$ cat src/rtl/waypoint_sequencer.sv
// Waypoint sequencer: steps through a table of target poses, emits the registered
// sign-magnitude pose error, and advances/faults based on the returned velocity command.
module waypoint_sequencer #(
  parameter int unsigned N_WIDTH        = 17,
  parameter int unsigned DEPTH          = 8,
  parameter int unsigned ADDR_W         = 3,
  parameter int unsigned SETTLE_CYCLES  = 50000,
  parameter int unsigned TIMEOUT_CYCLES = 500000000
) (
  input  logic                WAYPOINT_SEQUENCER_CLOCK_50,
  input  logic                WAYPOINT_SEQUENCER_RESET_InHigh,
  input  logic                WAYPOINT_SEQUENCER_START_In,
  input  logic                WAYPOINT_SEQUENCER_ABORT_In,
  input  logic [ADDR_W:0]     WAYPOINT_SEQUENCER_WP_COUNT_InBus,
  input  logic                WAYPOINT_SEQUENCER_WR_EN_In,
  input  logic [ADDR_W-1:0]   WAYPOINT_SEQUENCER_WR_ADDR_InBus,
  input  logic [N_WIDTH-1:0]  WAYPOINT_SEQUENCER_WR_X_InBus,
  input  logic [N_WIDTH-1:0]  WAYPOINT_SEQUENCER_WR_Y_InBus,
  input  logic [N_WIDTH-1:0]  WAYPOINT_SEQUENCER_WR_Z_InBus,
  input  logic [N_WIDTH-1:0]  WAYPOINT_SEQUENCER_POSE_X_InBus,
  input  logic [N_WIDTH-1:0]  WAYPOINT_SEQUENCER_POSE_Y_InBus,
  input  logic [N_WIDTH-1:0]  WAYPOINT_SEQUENCER_POSE_Z_InBus,
  input  logic [N_WIDTH-1:0]  WAYPOINT_SEQUENCER_VX_InBus,
  input  logic [N_WIDTH-1:0]  WAYPOINT_SEQUENCER_VY_InBus,
  input  logic [N_WIDTH-1:0]  WAYPOINT_SEQUENCER_WZ_InBus,
  output logic [N_WIDTH-1:0]  WAYPOINT_SEQUENCER_ERR_X_OutBus,
  output logic [N_WIDTH-1:0]  WAYPOINT_SEQUENCER_ERR_Y_OutBus,
  output logic [N_WIDTH-1:0]  WAYPOINT_SEQUENCER_ERR_Z_OutBus,
  output logic                WAYPOINT_SEQUENCER_MOTION_EN_Out,
  output logic [ADDR_W-1:0]   WAYPOINT_SEQUENCER_INDEX_OutBus,
  output logic                WAYPOINT_SEQUENCER_BUSY_Out,
  output logic                WAYPOINT_SEQUENCER_DONE_Out,
  output logic                WAYPOINT_SEQUENCER_FAULT_Out
);

  localparam int unsigned           MW          = N_WIDTH - 1;
  localparam int unsigned           SW          = $clog2(SETTLE_CYCLES + 2);
  localparam logic [SW-1:0]         SETTLE_MAX  = SW'(SETTLE_CYCLES);
  localparam logic [31:0]           TIMEOUT_MAX = 32'(TIMEOUT_CYCLES);
  localparam logic [ADDR_W:0]       DEPTH_CNT   = (ADDR_W + 1)'(DEPTH);
  localparam logic [N_WIDTH-1:0]    MAG_MASK    = {1'b0, {MW{1'b1}}};

  typedef enum logic [2:0] {S_IDLE, S_LOAD, S_TRACK, S_ADVANCE, S_DONE, S_FAULT} state_t;

  state_t               r_state, w_next;
  logic [ADDR_W-1:0]    r_index;
  logic [ADDR_W:0]      r_count;
  logic [SW-1:0]        r_settle;
  logic [31:0]          r_timeout;
  logic                 r_first;
  logic [N_WIDTH-1:0]   r_tgt_x, r_tgt_y, r_tgt_z;
  logic [N_WIDTH-1:0]   r_err_x, r_err_y, r_err_z;
  logic [N_WIDTH-1:0]   r_tbl_x [DEPTH];
  logic [N_WIDTH-1:0]   r_tbl_y [DEPTH];
  logic [N_WIDTH-1:0]   r_tbl_z [DEPTH];

  logic                 w_idle_like, w_start_ok, w_last, w_vzero, w_timeout, w_settled;
  logic [ADDR_W:0]      w_count_in;

  // target - pose in two's complement, back to sign-magnitude with saturation; zero is +0
  function automatic logic [N_WIDTH-1:0] sm_sub(input logic [N_WIDTH-1:0] a,
                                                input logic [N_WIDTH-1:0] b);
    logic signed [MW+1:0] ta, tb, d;
    logic [MW+1:0]        mag;
    logic [N_WIDTH-1:0]   res;
    ta  = a[MW] ? -$signed({2'b00, a[MW-1:0]}) : $signed({2'b00, a[MW-1:0]});
    tb  = b[MW] ? -$signed({2'b00, b[MW-1:0]}) : $signed({2'b00, b[MW-1:0]});
    d   = ta - tb;
    mag = d[MW+1] ? $unsigned(-d) : $unsigned(d);
    res[MW]     = d[MW+1];
    res[MW-1:0] = (mag[MW+1:MW] != 2'b00) ? '1 : mag[MW-1:0];
    return res;
  endfunction

  assign w_idle_like = (r_state == S_IDLE) || (r_state == S_DONE) || (r_state == S_FAULT);
  assign w_start_ok  = WAYPOINT_SEQUENCER_START_In && !WAYPOINT_SEQUENCER_ABORT_In && w_idle_like;
  assign w_count_in  = (WAYPOINT_SEQUENCER_WP_COUNT_InBus > DEPTH_CNT) ? DEPTH_CNT
                                                                         : WAYPOINT_SEQUENCER_WP_COUNT_InBus;
  assign w_last      = ({1'b0, r_index} + (ADDR_W + 1)'(1)) == r_count;
  assign w_vzero     = ((WAYPOINT_SEQUENCER_VX_InBus & MAG_MASK) == '0) &&
                       ((WAYPOINT_SEQUENCER_VY_InBus & MAG_MASK) == '0) &&
                       ((WAYPOINT_SEQUENCER_WZ_InBus & MAG_MASK) == '0);
  assign w_timeout   = (r_timeout == TIMEOUT_MAX);
  assign w_settled   = (r_settle == SETTLE_MAX);

  always_ff @(posedge WAYPOINT_SEQUENCER_CLOCK_50) begin
    if (WAYPOINT_SEQUENCER_RESET_InHigh) r_state <= S_IDLE;
    else                                 r_state <= w_next;
  end

  always_comb begin
    w_next = r_state;
    if (WAYPOINT_SEQUENCER_ABORT_In) begin
      w_next = S_IDLE;
    end else begin
      case (r_state)
        S_IDLE, S_DONE, S_FAULT:
          if (WAYPOINT_SEQUENCER_START_In) w_next = (w_count_in == '0) ? S_DONE : S_LOAD;
        S_LOAD:    w_next = S_TRACK;
        S_TRACK: begin
          if (w_timeout)      w_next = S_FAULT;
          else if (w_settled) w_next = S_ADVANCE;
        end
        S_ADVANCE: w_next = w_last ? S_DONE : S_LOAD;
        default:   w_next = S_IDLE;
      endcase
    end
  end

  // Table is deliberately outside reset so programmed waypoints survive it
  always_ff @(posedge WAYPOINT_SEQUENCER_CLOCK_50) begin
    if (WAYPOINT_SEQUENCER_WR_EN_In && w_idle_like) begin
      r_tbl_x[WAYPOINT_SEQUENCER_WR_ADDR_InBus] <= WAYPOINT_SEQUENCER_WR_X_InBus;
      r_tbl_y[WAYPOINT_SEQUENCER_WR_ADDR_InBus] <= WAYPOINT_SEQUENCER_WR_Y_InBus;
      r_tbl_z[WAYPOINT_SEQUENCER_WR_ADDR_InBus] <= WAYPOINT_SEQUENCER_WR_Z_InBus;
    end
  end

  always_ff @(posedge WAYPOINT_SEQUENCER_CLOCK_50) begin
    if (WAYPOINT_SEQUENCER_RESET_InHigh) begin
      r_index   <= '0;
      r_count   <= '0;
      r_settle  <= '0;
      r_timeout <= '0;
      r_first   <= 1'b0;
      r_tgt_x   <= '0;
      r_tgt_y   <= '0;
      r_tgt_z   <= '0;
      r_err_x   <= '0;
      r_err_y   <= '0;
      r_err_z   <= '0;
    end else begin
      r_err_x <= '0;
      r_err_y <= '0;
      r_err_z <= '0;
      case (r_state)
        S_LOAD: begin
          r_tgt_x   <= r_tbl_x[r_index];
          r_tgt_y   <= r_tbl_y[r_index];
          r_tgt_z   <= r_tbl_z[r_index];
          r_settle  <= '0;
          r_timeout <= '0;
          r_first   <= 1'b1;
        end
        S_TRACK: begin
          r_err_x   <= sm_sub(r_tgt_x, WAYPOINT_SEQUENCER_POSE_X_InBus);
          r_err_y   <= sm_sub(r_tgt_y, WAYPOINT_SEQUENCER_POSE_Y_InBus);
          r_err_z   <= sm_sub(r_tgt_z, WAYPOINT_SEQUENCER_POSE_Z_InBus);
          r_first   <= 1'b0;
          r_timeout <= r_timeout + 32'd1;
          // first TRACK cycle has no valid error yet, so it never counts toward settling
          if (r_first || !w_vzero) r_settle <= '0;
          else                     r_settle <= r_settle + SW'(1);
        end
        S_ADVANCE: if (!w_last) r_index <= r_index + ADDR_W'(1);
        default: begin
          if (w_start_ok) begin
            r_index <= '0;
            r_count <= w_count_in;
          end
        end
      endcase
      if (WAYPOINT_SEQUENCER_ABORT_In) r_index <= '0;
    end
  end

  assign WAYPOINT_SEQUENCER_ERR_X_OutBus   = (r_state == S_TRACK) ? r_err_x : '0;
  assign WAYPOINT_SEQUENCER_ERR_Y_OutBus   = (r_state == S_TRACK) ? r_err_y : '0;
  assign WAYPOINT_SEQUENCER_ERR_Z_OutBus   = (r_state == S_TRACK) ? r_err_z : '0;
  assign WAYPOINT_SEQUENCER_MOTION_EN_Out  = (r_state == S_TRACK);
  assign WAYPOINT_SEQUENCER_INDEX_OutBus   = r_index;
  assign WAYPOINT_SEQUENCER_BUSY_Out       = (r_state == S_LOAD) || (r_state == S_TRACK) ||
                                             (r_state == S_ADVANCE);
  assign WAYPOINT_SEQUENCER_DONE_Out       = (r_state == S_DONE);
  assign WAYPOINT_SEQUENCER_FAULT_Out      = (r_state == S_FAULT);

endmodule

$ cat config.mk
export PLATFORM = sky130hd
export DESIGN_NAME = waypoint_sequencer
export DESIGN_NICKNAME = d
export VERILOG_FILES = /design/src/rtl/waypoint_sequencer.sv
export SDC_FILE = /design/constraint.sdc
export NUM_CORES = 1
export LEC_CHECK = 0
export CORE_UTILIZATION = 45
export DETAILED_ROUTE_END_ITERATION = 10
export DONT_BUFFER_PORTS = 1
export SYNTH_ARGS = -nofsm -noshare
export SYNTH_HDL_FRONTEND = slang
export SYNTH_SLANG_ARGS = --single-unit
$ cat constraint.sdc
create_clock -name WAYPOINT_SEQUENCER_CLOCK_50 -period 6.79 [get_ports WAYPOINT_SEQUENCER_CLOCK_50]
set_input_delay 1.6975 -clock WAYPOINT_SEQUENCER_CLOCK_50 [delete_from_list [all_inputs] [get_ports WAYPOINT_SEQUENCER_CLOCK_50]]
set_output_delay 1.6975 -clock WAYPOINT_SEQUENCER_CLOCK_50 [all_outputs]
set_load 0.01 [all_outputs]
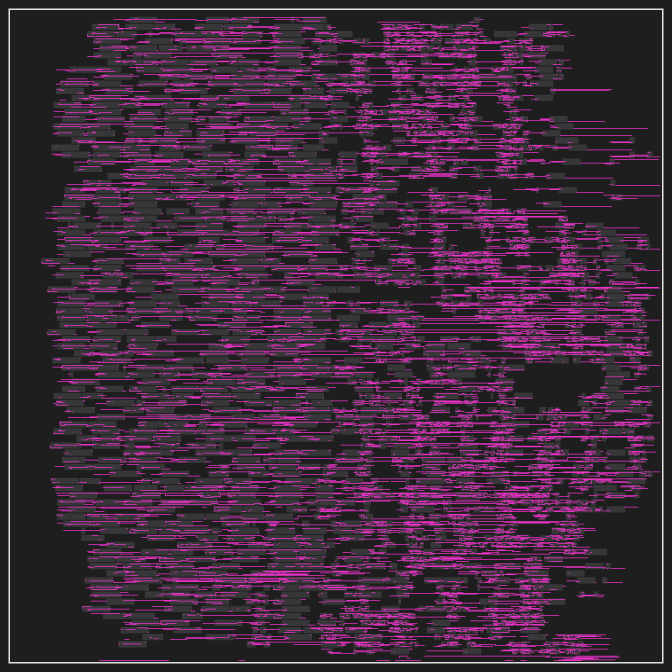
(run_1/met1.png)
Cells faint in the background.
The layer carries 28.2 mm of wire. The layer holds 46% of the routed length. The wires run mostly horizontal. The longest straight run is 84.2 um.
GRT met1 Usage: 0.266
Via Count: 17600
Routed Wire Length: 61800 um

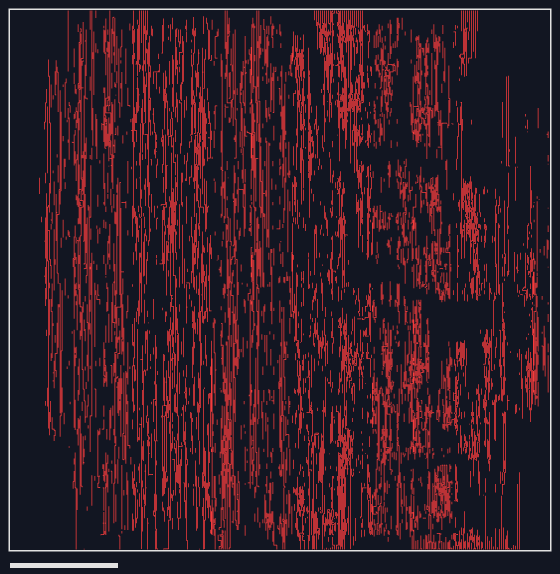
(run_1/met2.png)
Bar = 50 um.
The longest straight run is 96.0 um. The wires run mostly vertical. The layer holds 46% of the routed length.
M2 GR Usage: 0.315

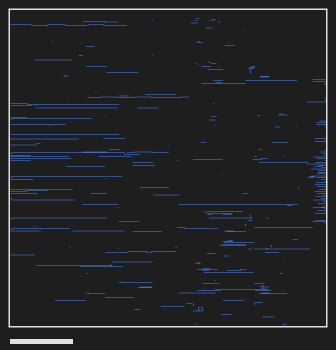
(run_1/met3.png)
Bar = 50 um.
172 nets have wire on it. The layer carries 3510 um of wire. The wires run mostly horizontal.
met3 Usage GRT: 0.0416

==> run_results.csv, run 1 <==
group,metric,value,unit
status,outcome,"complete, no violations",
final_layout,top_regs,"r_tbl_x (136), r_tbl_y (136), r_tbl_z (136)",
critical_path,crit_cells,15,
final_layout,antennaDiodeCount,0,
critical_path,cp_top_family,"simple AND/OR/NAND/NOR gates",
synthesis,ys_seq_share,0.559,
clock_network,clock_tree.root_cell,"clkbuf_16",
timing,worst_pin_slew,1030,ps
power_and_ir_drop,power_leakage,0.0100,uW
synthesis,yosysMostFrequentCell,"edfxtp_1",
synthesis,simple_gate_share,0.121,
drt,wl_met1,28200,um
timing,setup_ws,1180,ps
synthesis,xor_area_frac,0.0516,
synthesis,syn_area,0.0277,mm2
drt,drtPass1Iterations,5,
final_layout,syn_to_final_growth,9.57,%
timing,timing.final.crit_share,0.827,
drt,routed.top_layer,"met4",
final_layout,fill_cells,5142,
placed_design,placed_cells,2912,
synthesis,async_flop_share,0,
grt,grt.total_usage,0.195,
timing,hold_slack,468,ps
critical_path,cp-end-kind,"register",
critical_path,r2r_start,"r_tgt_x[2]",
drt,wl_met3,3510,um
-- run 1: area by class of cell --
class                      count  area, um2  area share
clock buffer                  69       1470      0.0485
clock inverter                37        450      0.0149
inverter                      37        139     0.00458
multi-input combinational   1506      11600       0.384
sequential                   569      15500       0.511
tap                          782        978      0.0323
timing repair buffer          18        135     0.00446
-- run 1: worst reg2reg max path, cell delays in order (launching register included) --
cell and delay (ps):
dfxtp_1 370, or4_4 560, or3_4 360, or3_1 360, o41ai_1 530, xnor2_1 150
ha_1 360, nand2_1 60, o21ai_1 500, a21o_1 170, or4_1 110, o311a_1 300
nor4bb_1 560, a31o_1 240, a211o_1 320, o21ai_0 150
-- run 1: report_power, final --
part           switching (uW)  internal [uW]
clock network            1330           1860
registers                44.8           3800
logic                     761            504
total                    2140           6170
==> run_1/met4.png <==
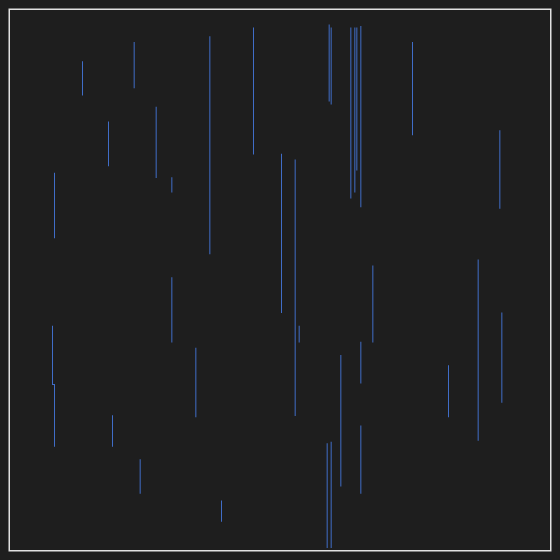

==> inputs of run 2 (changes only) <==
==> constraint.sdc (replaced) <==
create_clock -name WAYPOINT_SEQUENCER_CLOCK_50 -period 5.7 [get_ports WAYPOINT_SEQUENCER_CLOCK_50]
set_input_delay 1.425 -clock WAYPOINT_SEQUENCER_CLOCK_50 [delete_from_list [all_inputs] [get_ports WAYPOINT_SEQUENCER_CLOCK_50]]
set_output_delay 1.425 -clock WAYPOINT_SEQUENCER_CLOCK_50 [all_outputs]
set_load 0.01 [all_outputs]
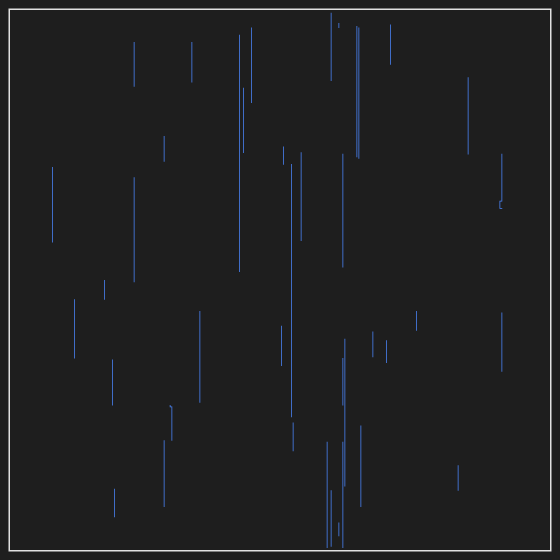
(run_2/met4.png)
The layer carries 1280 um of wire. The layer holds 2.1% of the routed length. The wires run mostly vertical.
Via Count: 17700
Routed Wire Length: 62500 um

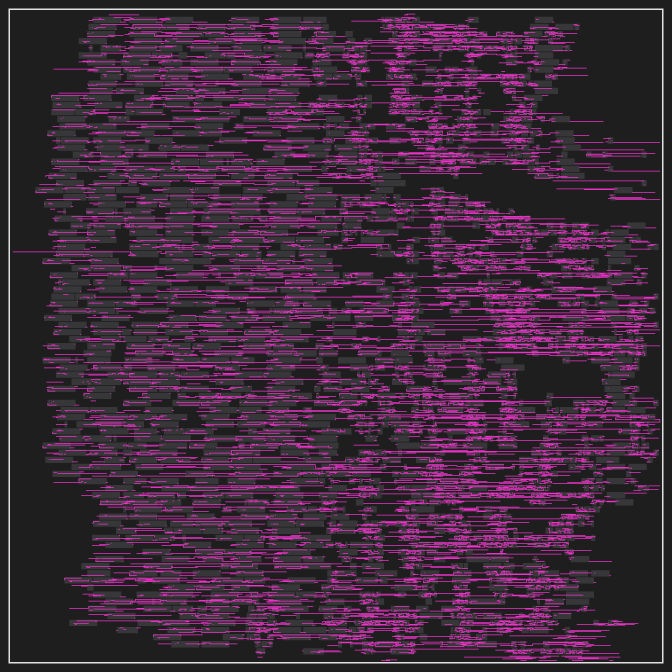
(run_2/met1.png)
Cells faint in the background.
The layer carries 28.2 mm of wire. The layer holds 45% of the routed length. 2334 nets have wire on it.
GRT met1 Usage: 0.265

==> run_results.csv, run 2 <==
group,metric,value,unit
power_and_ir_drop,seqPwrFrac,0.458,
final_layout,antennaDiodeCount,1,
placed_design,placed_cells,2933,
critical_path,cp-end-kind,"register",
power_and_ir_drop,powerComb,1550,uW
synthesis,yosysMostFrequentCell,"edfxtp_1",
final_layout,sh_seq_area,0.507,
synthesis,async_flop_share,0,
timing,hold_slack,465,ps
power_and_ir_drop,power_top_consumer,"registers",
final_layout,flops,569,
final_layout,top_regs,"r_tbl_x (136), r_tbl_y (136), r_tbl_z (136)",
status,outcome,"complete, no violations",
final_layout,inverters,37,
grt,grt_util_met2,0.324,
power_and_ir_drop,comb_power_share,0.155,
final_layout,dominant_cells,"sequential cells",
power_and_ir_drop,p_sw_frac,0.257,
final_layout,nNonClkBuffers,39,
power_and_ir_drop,pg_seq,4590,uW
final_layout,fill_cells,5136,
power_and_ir_drop,pg_clk,3870,uW
floorplan,n_tap_cell,782,
power_and_ir_drop,power.internal,7440,uW
drt,wl_met1,28200,um
timing,setup_ws,641,ps
final_layout,clk_share,0.0644,
final_layout,syn_to_final_growth,10.4,%
## run 2: cell count changes in the layout (fill, tap and decap cells not counted), sizes merged
cell,change
inv,+2
buf,+21
clkbuf,+4
clkinvlp,-1
diode,+1
bufinv,-1
## run 2: logic make-up (layout without fill, tap and decap cells)
| group | after synthesis | after routing | synth area share |
|---|---|---|---|
| adders and majority gates | 68 | 68 | 0.0316 |
| xor gates and xnor gates | 163 | 163 | 0.0516 |
| DFF | 569 | 569 | 0.559 |
| other | 0 | 1 | 0 |
| AOI/OAI and AO/OA | 446 | 446 | 0.106 |
| muxes | 170 | 170 | 0.108 |
| buffers and inverters | 154 | 186 | 0.0220 |
| and+or+nand+nor | 659 | 659 | 0.121 |
